## config.mk

```make
export PLATFORM = sky130hd
export DESIGN_NAME = lavigne_sched
export DESIGN_NICKNAME = d
export VERILOG_FILES = /design/src/rtl/lavigne_pkg.sv /design/src/rtl/lavigne_rr_arb.sv /design/src/rtl/lavigne_sched.sv
export SDC_FILE = /design/constraint.sdc
export NUM_CORES = 1
export LEC_CHECK = 0
export ABC_AREA = 1
export CORE_MARGIN = 4
export CORE_UTILIZATION = 46
export CTS_CLUSTER_SIZE = 16
export DETAILED_ROUTE_END_ITERATION = 8
export MAX_ROUTING_LAYER = met4
export PLACE_DENSITY_LB_ADDON = 0.1
export RECOVER_POWER = 50
export SETUP_SLACK_MARGIN = 0.02
export SLEW_MARGIN = 15
export SYNTH_ARGS = -nofsm -noshare
export SYNTH_HDL_FRONTEND = slang
export SYNTH_SLANG_ARGS = --single-unit
```

## constraint.sdc

```tcl
create_clock -name clk -period 2.6 [get_ports clk]
set_clock_uncertainty 0.05 [all_clocks]
set_input_delay 0.78 -clock clk [delete_from_list [all_inputs] [get_ports clk]]
set_output_delay 0.78 -clock clk [all_outputs]
set_load 0.01 [all_outputs]
```

## src/rtl/lavigne_pkg.sv

```systemverilog
// Shared types and defaults for the lavigne drive scheduler.
// Holds the FSM state type, default parameters and an index-width helper.
package lavigne_pkg;

  localparam int NREQ_DEF = 4;
  localparam int LENW_DEF = 4;
  localparam int GAP_DEF  = 1;

  typedef enum logic [1:0] {
    S_IDLE  = 2'd0,
    S_DRIVE = 2'd1,
    S_GAP   = 2'd2
  } lavigne_sched_state_e;

  // Width of an index into n entries, never below one bit.
  function automatic int idx_w(input int n);
    return (n > 1) ? $clog2(n) : 1;
  endfunction

endpackage

```

## src/rtl/lavigne_rr_arb.sv

```systemverilog
// Combinational round-robin arbiter: search starts one past ptr_i.
// Ports: req_i (levels), ptr_i (last winner) -> oh_o (one-hot), idx_o.
module lavigne_rr_arb
  import lavigne_pkg::*;
#(
  parameter int NREQ = NREQ_DEF,
  parameter int IW   = idx_w(NREQ)
) (
  input  logic [NREQ-1:0] req_i,
  input  logic [IW-1:0]   ptr_i,
  output logic [NREQ-1:0] oh_o,
  output logic [IW-1:0]   idx_o
);

  int   j;
  logic found;

  always_comb begin
    oh_o  = '0;
    idx_o = '0;
    found = 1'b0;
    j     = 0;
    for (int k = 1; k <= NREQ; k++) begin
      j = int'(ptr_i) + k;
      if (j >= NREQ) j = j - NREQ;
      if (!found && req_i[j]) begin
        found   = 1'b1;
        oh_o[j] = 1'b1;
        idx_o   = IW'(j);
      end
    end
  end

endmodule

```

## src/rtl/lavigne_sched.sv

```systemverilog
// Shares the a1/b2 drive lines between NREQ requesters, round-robin.
// Ports: clk, reset, req/req_tgt/req_len in; gnt, a1, b2, busy, done out.
module lavigne_sched
  import lavigne_pkg::*;
#(
  parameter int NREQ = NREQ_DEF,
  parameter int LENW = LENW_DEF,
  parameter int GAP  = GAP_DEF
) (
  input  logic                 clk,
  input  logic                 reset,
  input  logic [NREQ-1:0]      req,
  input  logic [NREQ-1:0]      req_tgt,
  input  logic [NREQ*LENW-1:0] req_len,
  output logic [NREQ-1:0]      gnt,
  output logic                 a1,
  output logic                 b2,
  output logic                 busy,
  output logic                 done
);

  localparam int IW = idx_w(NREQ);
  localparam int GW = $clog2(GAP + 1) + 1;

  localparam logic [IW-1:0] PTR_RST  = IW'(NREQ - 1);
  localparam logic [GW-1:0] GAP_LAST = GW'(GAP - 1);
  // A zero-length grant spends its acceptance cycle in GAP too.
  localparam logic [GW-1:0] GAP_ZERO = GW'(GAP);

  lavigne_sched_state_e state_q, state_d;

  logic [IW-1:0]   ptr_q, ptr_d;
  logic [LENW-1:0] cnt_q, cnt_d;
  logic [GW-1:0]   gcnt_q, gcnt_d;
  logic            tgt_q, tgt_d;
  logic            zdone_q, zdone_d;
  logic [NREQ-1:0] gnt_q, gnt_d;

  logic [NREQ-1:0] win_oh;
  logic [IW-1:0]   win_idx;
  logic [LENW-1:0] sel_len;
  logic            sel_tgt;

  lavigne_rr_arb #(
    .NREQ (NREQ),
    .IW   (IW)
  ) u_arb (
    .req_i (req),
    .ptr_i (ptr_q),
    .oh_o  (win_oh),
    .idx_o (win_idx)
  );

  always_comb begin
    sel_len = '0;
    sel_tgt = 1'b0;
    for (int i = 0; i < NREQ; i++) begin
      if (win_oh[i]) begin
        sel_len = req_len[i*LENW +: LENW];
        sel_tgt = req_tgt[i];
      end
    end
  end

  always_comb begin
    state_d = state_q;
    ptr_d   = ptr_q;
    cnt_d   = cnt_q;
    gcnt_d  = gcnt_q;
    tgt_d   = tgt_q;
    zdone_d = 1'b0;
    gnt_d   = '0;
    unique case (state_q)
      S_IDLE: begin
        if (|req) begin
          gnt_d = win_oh;
          ptr_d = win_idx;
          tgt_d = sel_tgt;
          if (sel_len == '0) begin
            state_d = S_GAP;
            gcnt_d  = GAP_ZERO;
            cnt_d   = '0;
            zdone_d = 1'b1;
          end else begin
            state_d = S_DRIVE;
            cnt_d   = sel_len - LENW'(1);
          end
        end
      end
      S_DRIVE: begin
        if (cnt_q == '0) begin
          state_d = S_GAP;
          gcnt_d  = GAP_LAST;
        end else begin
          cnt_d = cnt_q - LENW'(1);
        end
      end
      S_GAP: begin
        if (gcnt_q == '0) begin
          state_d = S_IDLE;
        end else begin
          gcnt_d = gcnt_q - GW'(1);
        end
      end
      default: begin
        state_d = S_IDLE;
      end
    endcase
  end

  always_ff @(posedge clk) begin
    if (reset) begin
      state_q <= S_IDLE;
      ptr_q   <= PTR_RST;
      cnt_q   <= '0;
      gcnt_q  <= '0;
      tgt_q   <= 1'b0;
      zdone_q <= 1'b0;
      gnt_q   <= '0;
    end else begin
      state_q <= state_d;
      ptr_q   <= ptr_d;
      cnt_q   <= cnt_d;
      gcnt_q  <= gcnt_d;
      tgt_q   <= tgt_d;
      zdone_q <= zdone_d;
      gnt_q   <= gnt_d;
    end
  end

  assign gnt  = gnt_q;
  assign a1   = (state_q == S_DRIVE) && !tgt_q;
  assign b2   = (state_q == S_DRIVE) &&  tgt_q;
  assign busy = (state_q != S_IDLE);
  assign done = ((state_q == S_DRIVE) && (cnt_q == '0)) || zdone_q;

endmodule

```

**Track usage over the die**

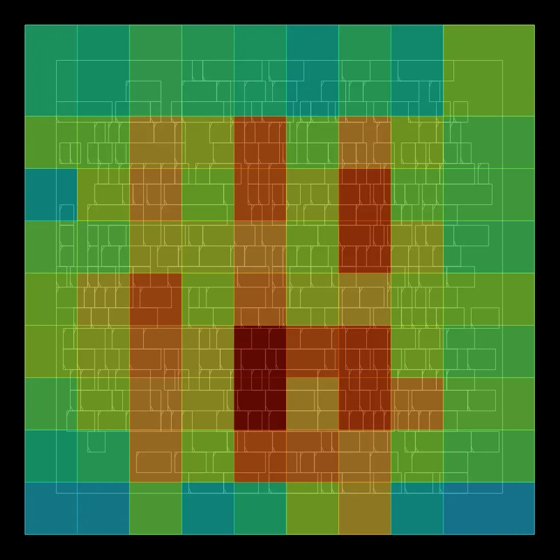
gr usage total: 20.8%
wire per inst: 13.3 µm

**Clock distribution**

Drawn at 8 px/µm.
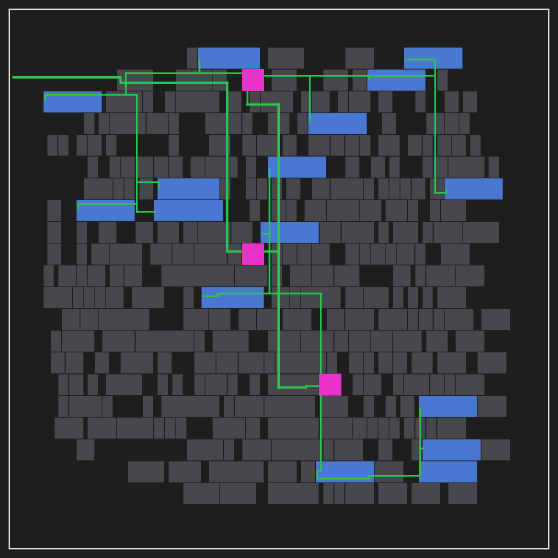
[flip-flops] blue | count: 16
[clock drivers] magenta | count: 3
[clock wires] green | length: 291 µm
routed clock nets: 4

**Port wiring**

Drawn at 8 px/µm.
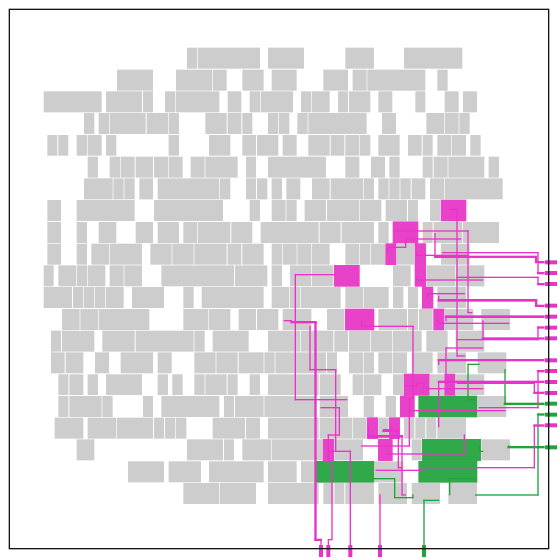
| port | colour | direction | edge | end cells | buffers | wire |
|---|---|---|---|---|---|---|
| `req_len` | magenta | input | 12 right, 4 bottom | 16 | 16 | 473 µm |
| `gnt` | green | output | 3 right, 1 bottom | 4 | 4 | 60.5 µm |

**Routed metal per tile**

Drawn at 6 px/µm. 13 x 13 tiles, from white (low) to dark blue (high), scaled to the fullest tile. Values are wire area over tile area, all layers added.
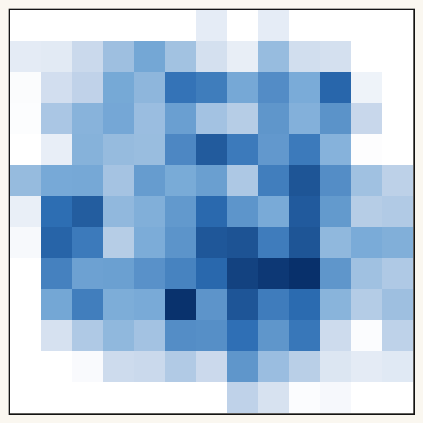
tiles over half the peak: 36%
densest ninth of the die: middle
fullest tile: 0.44
DRT Wirelength: 4740 µm
overall via count from detail_route: 1807

**Gate families picked out**

Drawn at 6 px/µm.
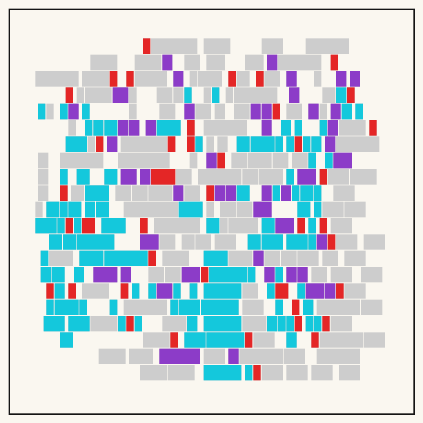
| family | colour | cells |
|---|---|---|
| aoi and oai cells | purple | 47 |
| nand cells | cyan | 101 |
| inv cells | red | 41 |
combinational fraction of the cell area: 53.6%
number of non-filler instances in the completed layout: 357
Commonest Layout Cell: sky130_fd_sc_hd__nand2_1

layout make-up:
class	count	share of cell area, %
tap	46	2.37
sequential	16	13.5
clock buffer	4	1.49
timing repair buffer	61	22.2
inverter	41	6.85
multi-input combinational	189	53.6
per-layer routing:
metal	track usage, %	up-vias	routed length [µm]
li1	-	929	-
met1	26.5	827	2120
met2	33.4	44	2320
met3	3.49	7	212
met4	6.84	0	83
met5	-	-	0
placed cells by master, fill, tap and decap left out, types with 2 or more instances in the layout:
cell type	count
sky130_fd_sc_hd__nand2_1	47
sky130_fd_sc_hd__inv_1	32
sky130_fd_sc_hd__clkdlybuf4s50_1	25
sky130_fd_sc_hd__a21oi_1	23
sky130_fd_sc_hd__buf_4	23
sky130_fd_sc_hd__nand2_2	16
sky130_fd_sc_hd__nor2_1	15
sky130_fd_sc_hd__nand3_1	13
sky130_fd_sc_hd__o21ai_0	12
sky130_fd_sc_hd__ha_1	12
sky130_fd_sc_hd__dfxtp_1	12
sky130_fd_sc_hd__nand3_2	8
sky130_fd_sc_hd__nand2_4	8
sky130_fd_sc_hd__nand3_4	7
sky130_fd_sc_hd__a21oi_2	6
sky130_fd_sc_hd__buf_6	5
sky130_fd_sc_hd__inv_2	4
sky130_fd_sc_hd__nor2_4	4
sky130_fd_sc_hd__nor3_1	3
sky130_fd_sc_hd__clkbuf_4	3
sky130_fd_sc_hd__clkbuf_2	3
sky130_fd_sc_hd__dfxtp_2	3
sky130_fd_sc_hd__or2_2	2
sky130_fd_sc_hd__inv_4	2
sky130_fd_sc_hd__clkinv_1	2
sky130_fd_sc_hd__dlygate4sd2_1	2
sky130_fd_sc_hd__dlymetal6s2s_1	2
state kept, by name, summed over array words and instances, names as in the netlist:
signal   count
ptr_q        2
state_q      2
cnt_q        4
zdone_q      1
gcnt_q       2
gnt          4
tgt_q        1
worst reg2reg max path, stage by stage, from the launching register on:
cell,delay (ns)
sky130_fd_sc_hd__dfxtp_4,0.39
sky130_fd_sc_hd__inv_8,0.03
sky130_fd_sc_hd__ha_4,0.30
sky130_fd_sc_hd__inv_4,0.05
sky130_fd_sc_hd__nand2_4,0.08
sky130_fd_sc_hd__nand2_8,0.08
sky130_fd_sc_hd__nor2_8,0.22
sky130_fd_sc_hd__buf_6,0.14
sky130_fd_sc_hd__nand3_2,0.07
sky130_fd_sc_hd__nand3_2,0.15
sky130_fd_sc_hd__nand2_1,0.08
sky130_fd_sc_hd__nand2_1,0.06
sky130_fd_sc_hd__nand2_1,0.07
sky130_fd_sc_hd__a21oi_2,0.21
sky130_fd_sc_hd__nor2_4,0.07
sky130_fd_sc_hd__nand2_4,0.08
sky130_fd_sc_hd__buf_4,0.11
sky130_fd_sc_hd__nand4_1,0.07
sky130_fd_sc_hd__a21oi_1,0.12
metrics by stage:
step                      cell area (µm²)  worst slack (ns)  std cells  hold slack (ns)  setup TNS (ns)
after floorplan                      1610            0.0312        248            0.389               0
after global placement               2130            -0.597        345            0.409           -4.86
after detailed placement             2130            -0.612        345            0.415           -4.93
after CTS                            2250            0.0389        354            0.435               0
after global routing                 2430           -0.0505        357            0.455         -0.0505
final                                2430            0.0985        357            0.434               0
==> flow_metrics.env <==
# flow metrics
export IMPL_most_instantiated_cells_after_synthesis="sky130_fd_sc_hd__nand2_1, sky130_fd_sc_hd__inv_1, sky130_fd_sc_hd__a21oi_1, sky130_fd_sc_hd__nand3_1, sky130_fd_sc_hd__nor2_1"
export IMPL_root_buffer="sky130_fd_sc_hd__clkbuf_4"
export IMPL_hp_start="cnt_q[1]"
export IMPL_worst_slew_pin_transition_ns=0.434
export IMPL_drt_pass1_iterations=4
export IMPL_flop_cell="sky130_fd_sc_hd__dfxtp_1"
export IMPL_switching_share_pct=52.8
export IMPL_post_cts_buffers=3
export IMPL_netlist_instances=248
export IMPL_antenna_found_initial=0
export IMPL_synth_cellmix_compoundShare_pct=16.3
export IMPL_critical_path_slowest_cell="sky130_fd_sc_hd__dfxtp_1"
export IMPL_timing_hold_violations_final=0
export IMPL_clkPwrFrac_pct=4.7
export IMPL_ff2ff_path_depth=18
export IMPL_clk_insertion_delay_late_ns=0.31
export IMPL_post_cts_resized_instances=20
export IMPL_synth_avg_cell_area_um2=6.51
export IMPL_cts_made_buffers=3
export IMPL_post_synth_top_count_cell="sky130_fd_sc_hd__nand2_1"
export IMPL_dp_final_hpwl_um=3080
export IMPL_syn_area_um2=1610
export IMPL_register_area_um2=328
export IMPL_ys_chip_area_um2=1610
export IMPL_p_int_mw=1.84
export IMPL_clkSinkCount=16
export IMPL_top_level_ports=34
export IMPL_criticalPathCategory="register to output port"
export IMPL_leading_power_group="combinational logic"
export IMPL_timing_critical_path_required_ns=1.77
export IMPL_area_growth_synth_to_final_pct=50.5
export IMPL_critical_path_reg2reg_endpoint="cnt_q[0]"
export IMPL_drv_slew=0
export IMPL_xor_area_share_pct=0
export IMPL_critical_path_top_delay_family="simple AND/OR/NAND/NOR gates"
export IMPL_ys_cells=248
export IMPL_gpl_final_weighted_congestion=0.874
export IMPL_worstHoldPathType="register to register"
export IMPL_via_count_of_the_first_global_routing_pass=1589
export IMPL_io_buffers=33
export IMPL_simple_gate_share_pct=40.7
export IMPL_detail_route_iter0_violations=149
export IMPL_netlist_top_cells_area="sky130_fd_sc_hd__dfxtp_1, sky130_fd_sc_hd__nand2_1, sky130_fd_sc_hd__ha_1"
export IMPL_finalClockPeriodUsage_pct=96.2
export IMPL_rsz_0062_raised_after_global_routing="true"
export IMPL_path_buffers=2
export IMPL_core_um2=3360
export IMPL_worstSetupStartpointType="register"
export IMPL_setup_reg_to_reg_worst_slack_ns=0.11
export IMPL_crit_arrival_ns=1.67
export IMPL_synth_top_area_share_pct=19.8
export IMPL_crit_fanout=3
export IMPL_leakage_nw=1.22
export IMPL_totalPowerFinal_mw=3.90
export IMPL_share_seq_of_total_power_pct=10.2
export IMPL_detail_route_vias_per_cell=5.06
export IMPL_top_logic_kind="simple AND/OR/NAND/NOR gates"
export IMPL_path_depth=6
export IMPL_timing_critical_path_cells="inv_1 > ha_1 > nand3_1 > nor2_1 > or2_2 > dlygate4sd2_1"
export IMPL_ys_warn_count=0
export IMPL_fp_row_count=21
export IMPL_timing_final_setup_violations=0
export IMPL_die_width_um=67.2
export IMPL_top_area_cell="sky130_fd_sc_hd__dfxtp_1"
export IMPL_tritoncts="yes"
export IMPL_power_share_combinational_pct=85.2
export IMPL_crit_end="done"
export IMPL_outcome="finished, final reports clean"
export IMPL_power_clock_total_mw=0.182
export IMPL_delay_of_the_slowest_cell_on_the_worst_path_ns=0.34
export IMPL_clock_pin_slew_worst_setup_and_hold_paths_ns=0.11
export IMPL_combinationalPower_mw=3.32
export IMPL_tool_warnings=37
export IMPL_multiInputGateArea_um2=1300
export IMPL_ant_nets=0
export IMPL_multiplexer_fraction_of_the_synthesized_cell_area_pct=0
export IMPL_final_nets=352
export IMPL_power_density_nw_per_um2=1600
export IMPL_grt_max_degree=14
export IMPL_die_height_um=67.2
export IMPL_worstHoldEndpoint="cnt_q[1]"
export IMPL_maximum_ir_drop_on_the_vdd_rail_mv=0.781
export IMPL_insertedDiodeCount=0
export IMPL_timing_max_cap_violations=0
export IMPL_netlist_cell_type_count=30
export IMPL_grt_remaining_overflow=0
export IMPL_synth_net_count=288
export IMPL_holdPathStages=2
export IMPL_cts_hold_buf=0
export IMPL_cts_root_to_sink_buffers=2
export IMPL_ys_flops=16
export IMPL_critical_path_startpoint="cnt_q[0]"
export IMPL_power_switching_mw=2.06
export IMPL_pg_seq_mw=0.396
export IMPL_part_of_the_yosys_area_used_for_sequential_elements_pct=19.8
export IMPL_number_of_drc_violations_after_detailed_routing=0
export IMPL_global_route_wire_length_before_repair_um=7020
export IMPL_max_slew_margin_rel_pct=70.9
export IMPL_critical_path_reg2reg_startpoint="ptr_q[0]"
export IMPL_fraction_of_registers_with_async_set_or_reset_after_synthesis_pct=0
export IMPL_dieArea_um2=4520
export IMPL_h_tree_depth=1
export IMPL_endpoint_kind="output port"
export IMPL_post_route_cells_drive_above_1_share_pct=33.4
export IMPL_layout_core_utilization_pct=72.2
export IMPL_layout_filler_cells=292
export IMPL_initial_core_util_pct=48.0
export IMPL_fa_ha_area_share_pct=10.9
export IMPL_max_clock_freq_mhz=400
export IMPL_enable_flop_cells=0
export IMPL_final_min_clock_period_ns=2.50
